==> run_1/cell_classes.png <==
(4 px per µm)
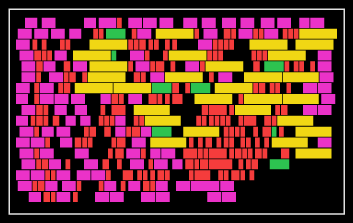
==> run_1/met3.png <==
(6 px per µm)
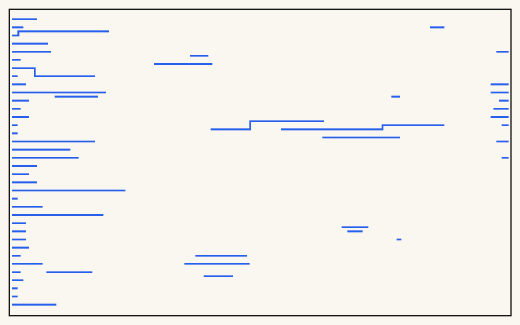
==> run_1/registers.png <==
(10 px per µm) Other sequential cells in the stronger gray, the rest of the logic in the fainter gray.
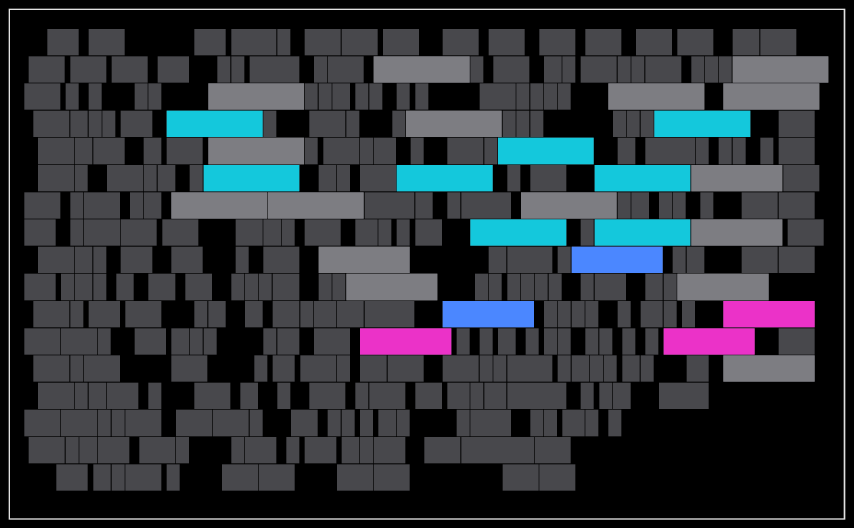
==> run_1/final_placement.png <==
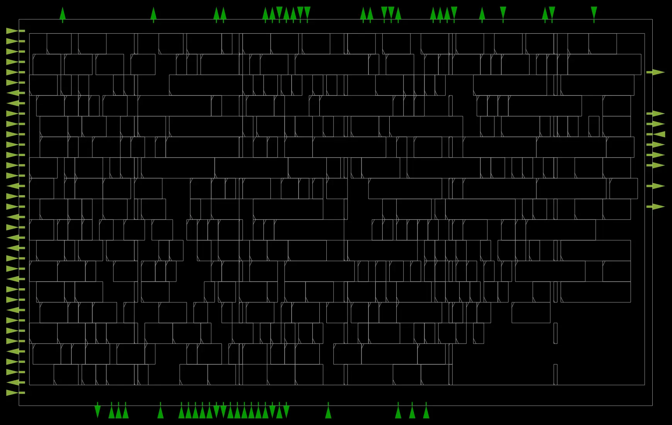
[config.mk]
export PLATFORM = sky130hd
export DESIGN_NAME = lr35902_oam_arbiter
export DESIGN_NICKNAME = d
export VERILOG_FILES = /design/src/rtl/lr35902_oam_pkg.sv /design/src/rtl/lr35902_oam_rdpipe.sv /design/src/rtl/lr35902_oam_arbiter.sv
export SDC_FILE = /design/constraint.sdc
export NUM_CORES = 1
export LEC_CHECK = 0
export ABC_AREA = 1
export CORE_ASPECT_RATIO = 0.6
export CORE_UTILIZATION = 40
export DETAILED_ROUTE_END_ITERATION = 10
export HOLD_SLACK_MARGIN = 0.02
export PLACE_DENSITY = 0.85
export SLEW_MARGIN = 40
export SYNTH_ARGS = -nofsm -noshare
export SYNTH_HDL_FRONTEND = slang
export SYNTH_SLANG_ARGS = --single-unit
[constraint.sdc]
create_clock -name clk -period 2.6 [get_ports clk]
set_clock_uncertainty 0.2 [all_clocks]
set_input_delay 0.39 -clock clk [delete_from_list [all_inputs] [get_ports clk]]
set_output_delay 0.39 -clock clk [all_outputs]
set_load 0.02 [all_outputs]
[src/rtl/lr35902_oam_pkg.sv]
// Shared types and constants for the OAM arbiter: ownership states, read-issuer
// tags, and the size of the populated OAM window.
package lr35902_oam_pkg;

  typedef enum logic [2:0] {
    OWN_CPU,
    OWN_PPU,
    OWN_DMA,
    TURN,
    FLUSH
  } oam_state_e;

  typedef enum logic [1:0] {
    TAG_CPU,
    TAG_PPU,
    TAG_DMA,
    TAG_NONE
  } oam_tag_e;

  localparam int unsigned OAM_SIZE         = 160;
  localparam logic [7:0]  BLOCKED_DATA_DEF = 8'hFF;

  // Offsets 0xA0..0xFF are unpopulated and never reach the SRAM.
  function automatic logic adr_in_oam(input logic [7:0] adr);
    return adr < 8'(OAM_SIZE);
  endfunction

endpackage

[src/rtl/lr35902_oam_rdpipe.sv]
// Two-stage read return path: stage 1 holds the issuer tag (and any constant
// reply), stage 2 registers SRAM or constant data onto the tagged master's port.
module lr35902_oam_rdpipe
  import lr35902_oam_pkg::*;
(
  input  logic       clk,
  input  logic       reset,
  input  oam_tag_e   rd_tag,
  input  logic       const_vld,
  input  logic [7:0] const_data,
  input  logic [7:0] oam_din,
  output logic [7:0] cpu_dout,
  output logic       cpu_valid,
  output logic [7:0] ppu_dout,
  output logic       ppu_valid
);

  oam_tag_e   tag_p1_q, tag_p1_d;
  logic       cvld_p1_q, cvld_p1_d;
  logic [7:0] cdat_p1_q, cdat_p1_d;
  logic [7:0] cpu_dout_q, cpu_dout_d;
  logic [7:0] ppu_dout_q, ppu_dout_d;
  logic       cpu_valid_q, cpu_valid_d;
  logic       ppu_valid_q, ppu_valid_d;

  always_comb begin
    tag_p1_d    = rd_tag;
    cvld_p1_d   = const_vld;
    cdat_p1_d   = const_data;
    cpu_valid_d = 1'b0;
    ppu_valid_d = 1'b0;
    cpu_dout_d  = cpu_dout_q;
    ppu_dout_d  = ppu_dout_q;
    // Stage 2: SRAM data arrives one cycle after the strobe and is steered by tag.
    if (tag_p1_q == TAG_CPU) begin
      cpu_valid_d = 1'b1;
      cpu_dout_d  = oam_din;
    end else if (cvld_p1_q) begin
      cpu_valid_d = 1'b1;
      cpu_dout_d  = cdat_p1_q;
    end
    if (tag_p1_q == TAG_PPU) begin
      ppu_valid_d = 1'b1;
      ppu_dout_d  = oam_din;
    end
  end

  always_ff @(posedge clk or negedge reset) begin
    if (!reset) begin
      tag_p1_q    <= TAG_NONE;
      cvld_p1_q   <= 1'b0;
      cdat_p1_q   <= 8'h00;
      cpu_dout_q  <= 8'hFF;
      ppu_dout_q  <= 8'hFF;
      cpu_valid_q <= 1'b0;
      ppu_valid_q <= 1'b0;
    end else begin
      tag_p1_q    <= tag_p1_d;
      cvld_p1_q   <= cvld_p1_d;
      cdat_p1_q   <= cdat_p1_d;
      cpu_dout_q  <= cpu_dout_d;
      ppu_dout_q  <= ppu_dout_d;
      cpu_valid_q <= cpu_valid_d;
      ppu_valid_q <= ppu_valid_d;
    end
  end

  assign cpu_dout  = cpu_dout_q;
  assign cpu_valid = cpu_valid_q;
  assign ppu_dout  = ppu_dout_q;
  assign ppu_valid = ppu_valid_q;

endmodule

[src/rtl/lr35902_oam_arbiter.sv]
// OAM SRAM owner: DMA > PPU > CPU with a turnaround gap on owner change.
// Define LR35902_OAM_WRBUF_EN to buffer one blocked CPU write and flush it on return.
module lr35902_oam_arbiter
  import lr35902_oam_pkg::*;
#(
  parameter int unsigned TURNAROUND   = 1,
  parameter logic [7:0]  BLOCKED_DATA = BLOCKED_DATA_DEF
) (
  input  logic       clk,
  input  logic       reset,
  input  logic [7:0] cpu_adr,
  input  logic [7:0] cpu_din,
  input  logic       cpu_read,
  input  logic       cpu_write,
  output logic [7:0] cpu_dout,
  output logic       cpu_valid,
  output logic       cpu_blocked,
  input  logic       ppu_req,
  input  logic [7:0] ppu_adr,
  input  logic       ppu_read,
  output logic       ppu_gnt,
  output logic [7:0] ppu_dout,
  output logic       ppu_valid,
  input  logic       dma_active,
  input  logic [7:0] dma_adr,
  input  logic [7:0] dma_din,
  input  logic       dma_write,
  output logic       dma_gnt,
  output logic [7:0] oam_adr,
  output logic [7:0] oam_dout,
  input  logic [7:0] oam_din,
  output logic       oam_rd,
  output logic       oam_wr
);

  oam_state_e state_q, state_d, tgt_own;
  logic [1:0] turn_cnt_q, turn_cnt_d;
  logic       dma_gnt_q, dma_gnt_d;
  logic       ppu_gnt_q, ppu_gnt_d;

  logic       acc_rd, acc_wr, blk_wr, cvld;
  logic [7:0] acc_adr, acc_dat, cdat;
  oam_tag_e   rd_tag;

  logic       buf_vld_q, buf_vld_d;
  logic [7:0] buf_adr_q, buf_dat_q;

  assign tgt_own = dma_active ? OWN_DMA : (ppu_req ? OWN_PPU : OWN_CPU);

  always_comb begin
    acc_rd  = 1'b0;
    acc_wr  = 1'b0;
    acc_adr = 8'h00;
    acc_dat = 8'h00;
    rd_tag  = TAG_NONE;
    cvld    = 1'b0;
    cdat    = BLOCKED_DATA;
    blk_wr  = 1'b0;
    case (state_q)
      OWN_CPU: begin
        if (cpu_write) begin
          if (adr_in_oam(cpu_adr)) begin
            acc_wr  = 1'b1;
            acc_adr = cpu_adr;
            acc_dat = cpu_din;
          end
        end else if (cpu_read) begin
          if (adr_in_oam(cpu_adr)) begin
            acc_rd  = 1'b1;
            acc_adr = cpu_adr;
            rd_tag  = TAG_CPU;
          end else begin
            cvld = 1'b1;
            cdat = 8'h00;
          end
        end
      end
      OWN_PPU: begin
        if (ppu_read) begin
          acc_rd  = 1'b1;
          acc_adr = ppu_adr;
          rd_tag  = TAG_PPU;
        end
      end
      OWN_DMA: begin
        if (dma_write) begin
          acc_wr  = 1'b1;
          acc_adr = dma_adr;
          acc_dat = dma_din;
        end
      end
      FLUSH: begin
        acc_wr  = buf_vld_q;
        acc_adr = buf_adr_q;
        acc_dat = buf_dat_q;
      end
      default: ;
    endcase
    // A non-owner CPU still gets a reply; the unpopulated window reads as zero.
    if (state_q != OWN_CPU) begin
      if (cpu_write) begin
        blk_wr = adr_in_oam(cpu_adr);
      end else if (cpu_read) begin
        cvld = 1'b1;
        cdat = adr_in_oam(cpu_adr) ? BLOCKED_DATA : 8'h00;
      end
    end
  end

`ifdef LR35902_OAM_WRBUF_EN
  logic [7:0] buf_adr_d, buf_dat_d;

  always_comb begin
    buf_vld_d = buf_vld_q;
    buf_adr_d = buf_adr_q;
    buf_dat_d = buf_dat_q;
    if (state_q == FLUSH) buf_vld_d = 1'b0;
    if (blk_wr) begin
      buf_vld_d = 1'b1;
      buf_adr_d = cpu_adr;
      buf_dat_d = cpu_din;
    end
  end

  always_ff @(posedge clk or negedge reset) begin
    if (!reset) begin
      buf_vld_q <= 1'b0;
      buf_adr_q <= 8'h00;
      buf_dat_q <= 8'h00;
    end else begin
      buf_vld_q <= buf_vld_d;
      buf_adr_q <= buf_adr_d;
      buf_dat_q <= buf_dat_d;
    end
  end
`else
  assign buf_vld_q = 1'b0;
  assign buf_vld_d = 1'b0;
  assign buf_adr_q = 8'h00;
  assign buf_dat_q = 8'h00;
`endif

  always_comb begin
    state_d    = state_q;
    turn_cnt_d = turn_cnt_q;
    case (state_q)
      OWN_CPU, OWN_PPU, OWN_DMA: begin
        if (tgt_own != state_q) begin
          state_d    = TURN;
          turn_cnt_d = 2'd0;
        end
      end
      TURN: begin
        // The target is sampled again on the last gap cycle; no second gap.
        if (turn_cnt_q == 2'(TURNAROUND - 1)) begin
          turn_cnt_d = 2'd0;
          state_d    = (tgt_own == OWN_CPU && buf_vld_d) ? FLUSH : tgt_own;
        end else begin
          turn_cnt_d = turn_cnt_q + 2'd1;
        end
      end
      FLUSH: begin
        if (tgt_own != OWN_CPU) begin
          state_d    = TURN;
          turn_cnt_d = 2'd0;
        end else if (blk_wr) begin
          state_d = FLUSH;
        end else begin
          state_d = OWN_CPU;
        end
      end
      default: state_d = OWN_CPU;
    endcase
    dma_gnt_d = (state_d == OWN_DMA);
    ppu_gnt_d = (state_d == OWN_PPU);
  end

  always_ff @(posedge clk or negedge reset) begin
    if (!reset) begin
      state_q    <= OWN_CPU;
      turn_cnt_q <= 2'd0;
      dma_gnt_q  <= 1'b0;
      ppu_gnt_q  <= 1'b0;
    end else begin
      state_q    <= state_d;
      turn_cnt_q <= turn_cnt_d;
      dma_gnt_q  <= dma_gnt_d;
      ppu_gnt_q  <= ppu_gnt_d;
    end
  end

  lr35902_oam_rdpipe u_rdpipe (
    .clk        (clk),
    .reset      (reset),
    .rd_tag     (rd_tag),
    .const_vld  (cvld),
    .const_data (cdat),
    .oam_din    (oam_din),
    .cpu_dout   (cpu_dout),
    .cpu_valid  (cpu_valid),
    .ppu_dout   (ppu_dout),
    .ppu_valid  (ppu_valid)
  );

  assign oam_rd      = acc_rd & reset;
  assign oam_wr      = acc_wr & reset;
  assign oam_adr     = acc_adr;
  assign oam_dout    = acc_dat;
  assign cpu_blocked = (state_q != OWN_CPU);
  assign dma_gnt     = dma_gnt_q;
  assign ppu_gnt     = ppu_gnt_q;

endmodule
==> impl_metrics.csv, run 1 <==
group,metric,value,unit
run_status,outcome,"completed",
cells_and_area,drive_above_1_share,0.156,
cells_and_area,nNonClkBuffers,104,
timing,timing.fmax,0.410,GHz
cells_and_area,diodes,0,
timing,finalSetupTns,0,ns
synth,top_area_frac,0.298,
synth,logic_family,"simple AND/OR/NAND/NOR gates",
synth,synth_warnings,0,
pwr,clk-power,0.370,mW
route,drt-pass1-iter-count,7,
timing,hold_viol_final,0,
timing,worstMarginPinSlew,0.611,ns
clock_network,clk_pin_slew,0.05,ns
timing,grt_setup_unrepaired,"false",
critical_path,start_kind,"primary input",
global_routing,grt_max_degree,30,
clock_network,clk_latency,0.28,ns
cells_and_area,comb_area_share,0.276,
synth,ys_cells,218,
cells_and_area,clock_buffers,8,
pwr,vdd_drop_max,0.631,mV
critical_path,r2r-end,"u_rdpipe.cpu_dout[7]",
hold_path,hold_path_class,"register to register",
pwr,total_leakage_power,1.37,nW
pwr,power,2.40,mW
floorplanning,fp_util,0.424,
critical_path,path_max_fanout,5,
placement,io_buffers,94,
critical_path,reg2reg_from,"u_rdpipe.tag_p1_q[1]",
pwr,seqPwrFrac,0.321,
clock_network,cts_setup_buffers,0,
floorplanning,io_pins,95,
global_routing,globalRouteMet2Util,0.387,
synth,syn_area,1590,µm²
synth,ys_types,23,
clock_network,cts.sinks,29,
global_routing,grt_pass1_vias,1703,
run,drv_cap,0,
synth,synthCells,218,
run,warnings,27,
cells_and_area,syn_to_final_growth,71.9,%
global_routing,grt_usage,0.227,
synth,ys_seq_frac,0.471,
cells_and_area,layout_top_cell,"nand2_1",
cells_and_area,nMultiInputCombCells,167,
synth,top_cell,"nand2_1",
hold_path,min_path_cells,2,
cells_and_area,layout_top_cells,"106 x nand2_1, 76 x clkdlybuf4s50_1, 26 x nand3_1",
route,top_layer_used,"met4",
Notes on cell_classes.png above:
all other logic -> red  # cells 186
clock drivers and dummy loads -> green  # cells 8
flip-flops -> yellow  # cells 29
other buffers and delay cells -> magenta  # cells 104
design area: 2730 µm²
Util after Layout: 0.730
flop share of the area: 0.274
CORE AREA: 3740 µm²

Notes on met3.png above:
nets with wire on the layer = 54
wire length on this layer = 322 µm
grt met3 use: 0.0743
via count: 1760
routed wire length: 4.33 mm

Notes on registers.png above:
turn_cnt_q -> blue  # sequential cells 2
state_q -> magenta  # sequential cells 3
u_rdpipe.cpu_dout -> cyan  # sequential cells 8
not colored = 16
Flop area: 748 µm²
Seq. pwr: 0.773 mW

Notes on final_placement.png above:
Site Rows: 17
fin cells: 374
Filler Cells Inserted: 307
# Taps: 47
Seq cells: 29

## run 1: registers in the layout, indices dropped and copies added (netlist names)
| name | cells |
|---|---|
| state_q | 3 |
| u_rdpipe.cdat_p1_q | 1 |
| u_rdpipe.tag_p1_q | 2 |
| u_rdpipe.cvld_p1_q | 1 |
| turn_cnt_q | 2 |
| dma_gnt | 1 |
| u_rdpipe.ppu_dout | 8 |
| u_rdpipe.ppu_valid | 1 |
| ppu_gnt | 1 |
| u_rdpipe.cpu_valid | 1 |
| u_rdpipe.cpu_dout | 8 |
## run 1: critical path, cell delays in order
cell             delay (ns)
clkdlybuf4s50_1        0.43
nor2_1                 0.13
nor2_1                 0.07
nor2_2                 0.15
nand2_1                0.11
inv_2                  0.10
nand2_1                0.06
nand3_1                0.06
dlygate4sd2_1          0.34
--- run 2 (diff from run 1) ---
Settings changed: CORE_MARGIN set to 2, CORE_UTILIZATION 40 to 37, PLACE_DENSITY 0.85 to 0.79.
Clock period 2.6 ns to 2.8 ns, I/O delays scaled along.
==> run 2 against run 1 <==
Power down 5.9%. First-iteration DRC count up 62%. Die area up 15%. Combinational power down 4%. Sequential power down 6.9%. Worst setup slack worse by 0.039 ns. Global-route usage down 3.3 points. Clock power down 8.6%. Hold slack worse by 0.0045 ns. Cell count up 2.7%. Critical path depth down 2. Via count down 2.4%. Largest cell class unchanged.
==> impl_metrics.csv, run 2 <==
group,metric,value,unit
run_status,outcome,"completed",
cells_and_area,diodes,0,
pwr,clk-power,0.338,mW
synth,synthCells,218,
hold_path,min_path_cells,2,
synth,top_cell,"nand2_1",
global_routing,globalRouteMet2Util,0.320,
global_routing,grt_usage,0.194,
run,drv_cap,0,
synth,ys_seq_frac,0.471,
cells_and_area,instances_no_fill,384,
cells_and_area,fin_area,2790,µm²
critical_path,r2r-end,"u_rdpipe.cpu_dout[5]",
pwr,seqPwrFrac,0.318,
synth,ys_cells,218,
global_routing,grt_max_degree,30,
critical_path,path_max_fanout,3,
route,dr.first_iter.drc_count,60,
pwr,p_int,1.38,mW
global_routing,top_usage_layer,"met2",
timing,timing.fmax,0.374,GHz
timing,finalSetupTns,0,ns
route,drc_errors,0,
hold_path,hold_path_class,"register to register",
run,warnings,27,
clock_network,cts_setup_buffers,0,
clock_network,clk_latency,0.27,ns
route,totalWireLength,4.47,mm
pwr,vdd_drop_max,0.324,mV
synth,synth_flops,29,
timing,worstMarginPinSlew,0.596,ns
timing,grt_setup_unrepaired,"false",
clock_network,clk_pin_slew,0.06,ns
synth,top_area_frac,0.298,
pwr,total_leakage_power,1.53,nW
placement,io_buffers,94,
floorplanning,fp_util,0.386,
pwr,power,2.26,mW
synth,ys_types,23,
synth,top_cells_by_count,"106 x nand2_1, 26 x nand3_1, 18 x dfstp_2, 15 x inv_1",
cells_and_area,syn_to_final_growth,75.5,%
cells_and_area,layout_top_cells,"106 x nand2_1, 78 x clkdlybuf4s50_1, 26 x nand3_1",
synth,synth_warnings,0,
synth,yosys-top-cells-area,"dfstp_2 30%, nand2_1 25%, dfrtp_1 17%",
critical_path,r2r_cells,4,
pwr,p_sw_frac,0.390,
route,wl_met1,2.03,mm
route,top_layer_used,"met4",
cells_and_area,drive_above_1_share,0.148,
placement,place.gp.congestion,0.872,
clock_network,htreeDepth,2,
critical_path,path_class,"primary input to output pin",
critical_path,start_kind,"primary input",
clock_network,ctsRootBufferMaster,"clkbuf_8",
route,drt-pass1-iter-count,4,
clock_network,cts.sinks,29,
global_routing,met3_usage,0.0769,
pwr,pg_comb,1.21,mW
floorplanning,rows,18,
hold_path,hold-path-endpoint,"u_rdpipe.ppu_dout[6]",
pwr,seq-power,0.720,mW
route,wl_met3,426,µm
timing,hold_viol_final,0,
global_routing,grt_pass1_vias,1595,
floorplanning,io_pins,95,
critical_path,reg2reg_from,"u_rdpipe.tag_p1_q[1]",
cells_and_area,layout_top_cell,"nand2_1",
timing,slew_headroom,0.601,
synth,syn_area,1590,µm²
## run 2: cell counts after synthesis
Identical to the previous run, type by type.
## run 2: final cells by class
cell class	count	area [µm²]
multi-input combinational	167	758
inverter	19	71.3
tap	60	75.1
sequential	29	748
clock buffer	8	90.1
timing repair buffer	101	1050
fill	353	1330
## run 2: cells by family after synthesis
| kind of cell | Yosys count | share of synthesized area |
|---|---|---|
| AOI/OAI and AO/OA | 6 | 0.0205 |
| adders and majority gates | 2 | 0.0157 |
| and+or+nand+nor | 159 | 0.438 |
| DFF | 29 | 0.471 |
| buffers and inverters | 22 | 0.0551 |
## run 2: worst max-delay path, cell delays in order
cell             delay (ns)
clkdlybuf4s50_1        0.42
nor2_1                 0.11
nor2_1                 0.06
nor2_2                 0.13
nand2_1                0.10
o211ai_1               0.17
clkdlybuf4s50_1        0.63
==> run_2/metal_stack.png <==
(6 px per µm) Only two layers are drawn.
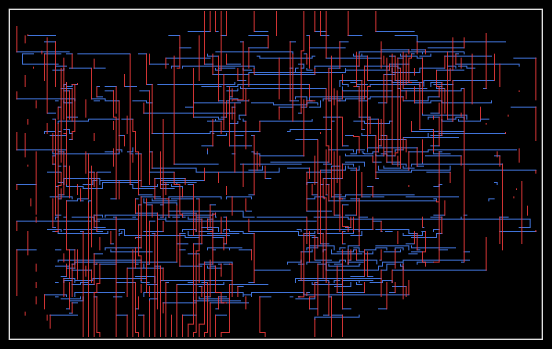
met2 -> red  # wire length 1980 µm
met1 -> blue  # wire length 2030 µm
via count: 1718
Routed wire per std cell: 11.6 µm

==> run_2/cell_classes.png <==
(4 px per µm)
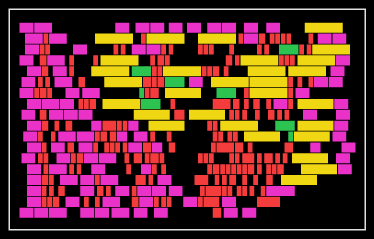
clock drivers and dummy loads -> green  # cells 8
all other logic -> red  # cells 186
flip-flops -> yellow  # cells 29
other buffers and delay cells -> magenta  # cells 101
flop share of the area: 0.268
CORE AREA: 4120 µm²
Util after Layout: 0.677

--- run 3 (diff from run 2) ---
Settings changed: CORE_ASPECT_RATIO 0.6 to unset, GPL_TIMING_DRIVEN set to 0.
==> run 3 against run 2 <==
Global-route usage about the same. Sequential power is 0.8% lower. Largest cell class unchanged. Power fell by 1.7%.
==> impl_metrics.csv, run 3 <==
group,metric,value,unit
run_status,outcome,"completed",
synth,yosys-top-cells-area,"dfstp_2 30%, nand2_1 25%, dfrtp_1 17%",
critical_path,endpoint,"oam_rd",
cells_and_area,comb_area_share,0.277,
floorplanning,io_pins,95,
critical_path,path_class,"primary input to output pin",
cells_and_area,nMultiInputCombCells,167,
cells_and_area,nNonClkInverters,19,
timing,finalSetupTns,0,ns
global_routing,met3_usage,0.0727,
synth,top_cell,"nand2_1",
cells_and_area,fin_area,2740,µm²
cells_and_area,drive_above_1_share,0.146,
hold_path,hold_path_class,"primary input to asynchronous set/reset pin",
critical_path,path_delay_family,"buffers and inverters",
cells_and_area,syn_to_final_growth,72.5,%
critical_path,r2r_cells,4,
clock_network,htreeDepth,2,
route,wl_met3,342,µm
timing,grt_setup_unrepaired,"false",
cells_and_area,buf_share,0.370,
route,vias,1717,
synth,synth_flops,29,
critical_path,reg2reg_from,"u_rdpipe.tag_p1_q[1]",
clock_network,clk_pin_slew,0.07,ns
pwr,total_leakage_power,1.53,nW
floorplanning,fp_util,0.392,
timing,setup_viol,0,
cells_and_area,diodes,0,
critical_path,r2r-end,"u_rdpipe.cpu_dout[2]",
synth,top_cells_by_count,"106 x nand2_1, 26 x nand3_1, 18 x dfstp_2, 15 x inv_1",
synth,ys_cells,218,
cells_and_area,clk_share,0.0315,
clock_network,cts.sinks,29,
route,drt-pass1-iter-count,4,
timing,hold_viol_final,0,
cells_and_area,fin_util,0.676,
placement,place.gp.congestion,0.750,
global_routing,grt_max_degree,21,
route,top_layer_used,"met4",
route,routedWlPerCell,11.9,µm
clock_network,cts_setup_buffers,1,
route,dr.first_iter.drc_count,91,
run,warnings,27,
timing,worstMarginPinSlew,0.577,ns
cells_and_area,layout_top_cell,"nand2_1",
run,drv_cap,0,
timing,timing.fmax,0.374,GHz
pwr,power,2.23,mW
synth,synth_warnings,0,
placement,io_buffers,94,
clock_network,ctsRootBufferMaster,"clkbuf_8",
timing,slew_headroom,0.614,
cells_and_area,logic_area,758,µm²
cells_and_area,largest_cell_class,"buffers",
critical_path,path_max_fanout,4,
route,wl_met1,1.87,mm
pwr,vdd_drop_max,0.396,mV
cells_and_area,nNonClkBuffers,99,
cells_and_area,layout_top_cells,"106 x nand2_1, 76 x clkdlybuf4s50_1, 26 x nand3_1",
synth,ys_seq_frac,0.471,
clock_network,clk_latency,0.28,ns
cells_and_area,flops,29,
global_routing,globalRouteMet2Util,0.330,
global_routing,grt_pass1_vias,1693,
global_routing,top_usage_layer,"met2",
critical_path,crit_buf_inv,3,
## run 3: netlist changes by cell type in the layout (fill, tap and decap cells not counted), sizes merged
cell / change
clkbuf: -3
buf: -2
clkdlybuf4s50: -2
clkinv: +2
clkinvlp: +1
dlygate4sd3: +1
dlymetal6s2s: +1
## run 3: report_power, final
part	internal [mW]	leakage (nW)	switching [mW]	total, mW
clock network	0.171	0.0439	0.158	0.329
registers	0.628	0.327	0.0867	0.714
logic	0.538	1.16	0.645	1.18
## run 3: cells by family after synthesis
family,count (synthesis),synth area share
buffers and inverters,22,0.0551
AOI/OAI and AO/OA,6,0.0205
DFF,29,0.471
adders and majority gates,2,0.0157
and+or+nand+nor,159,0.438
==> run_3/metal_stack.png <==
(6 px per µm) Only two layers are drawn.
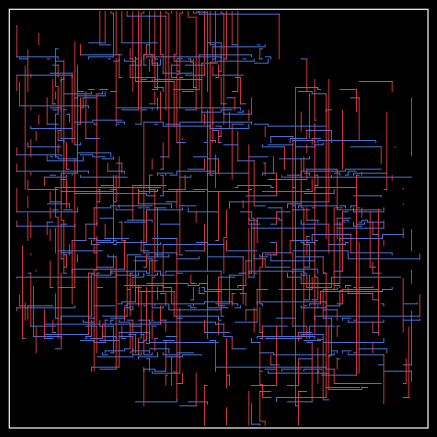
met2 -> red  # wire length 2180 µm
met1 -> blue  # wire length 1870 µm
routed wire length: 4.41 mm
Total Routing Usage GR: 0.194

==> run_3/final_placement.png <==
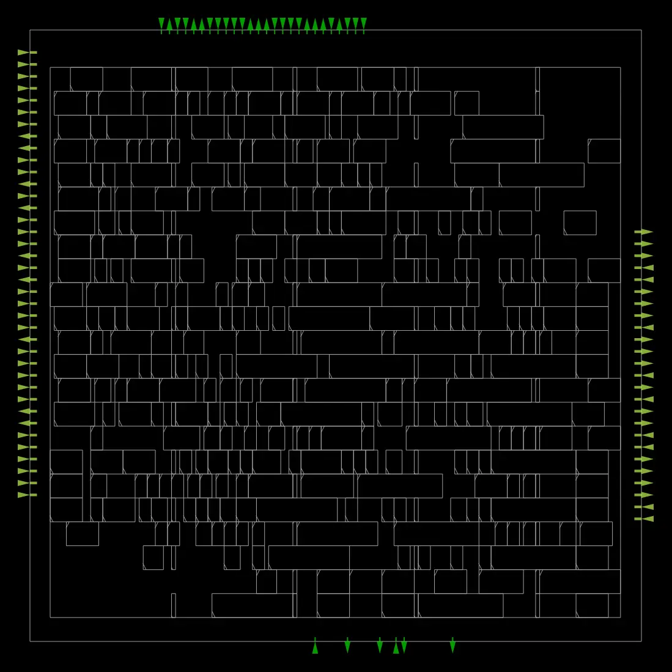
fin cells: 372
flop share of the area: 0.273
# Taps: 50
Site Rows: 23

Power and IR drop assume default switching activity.
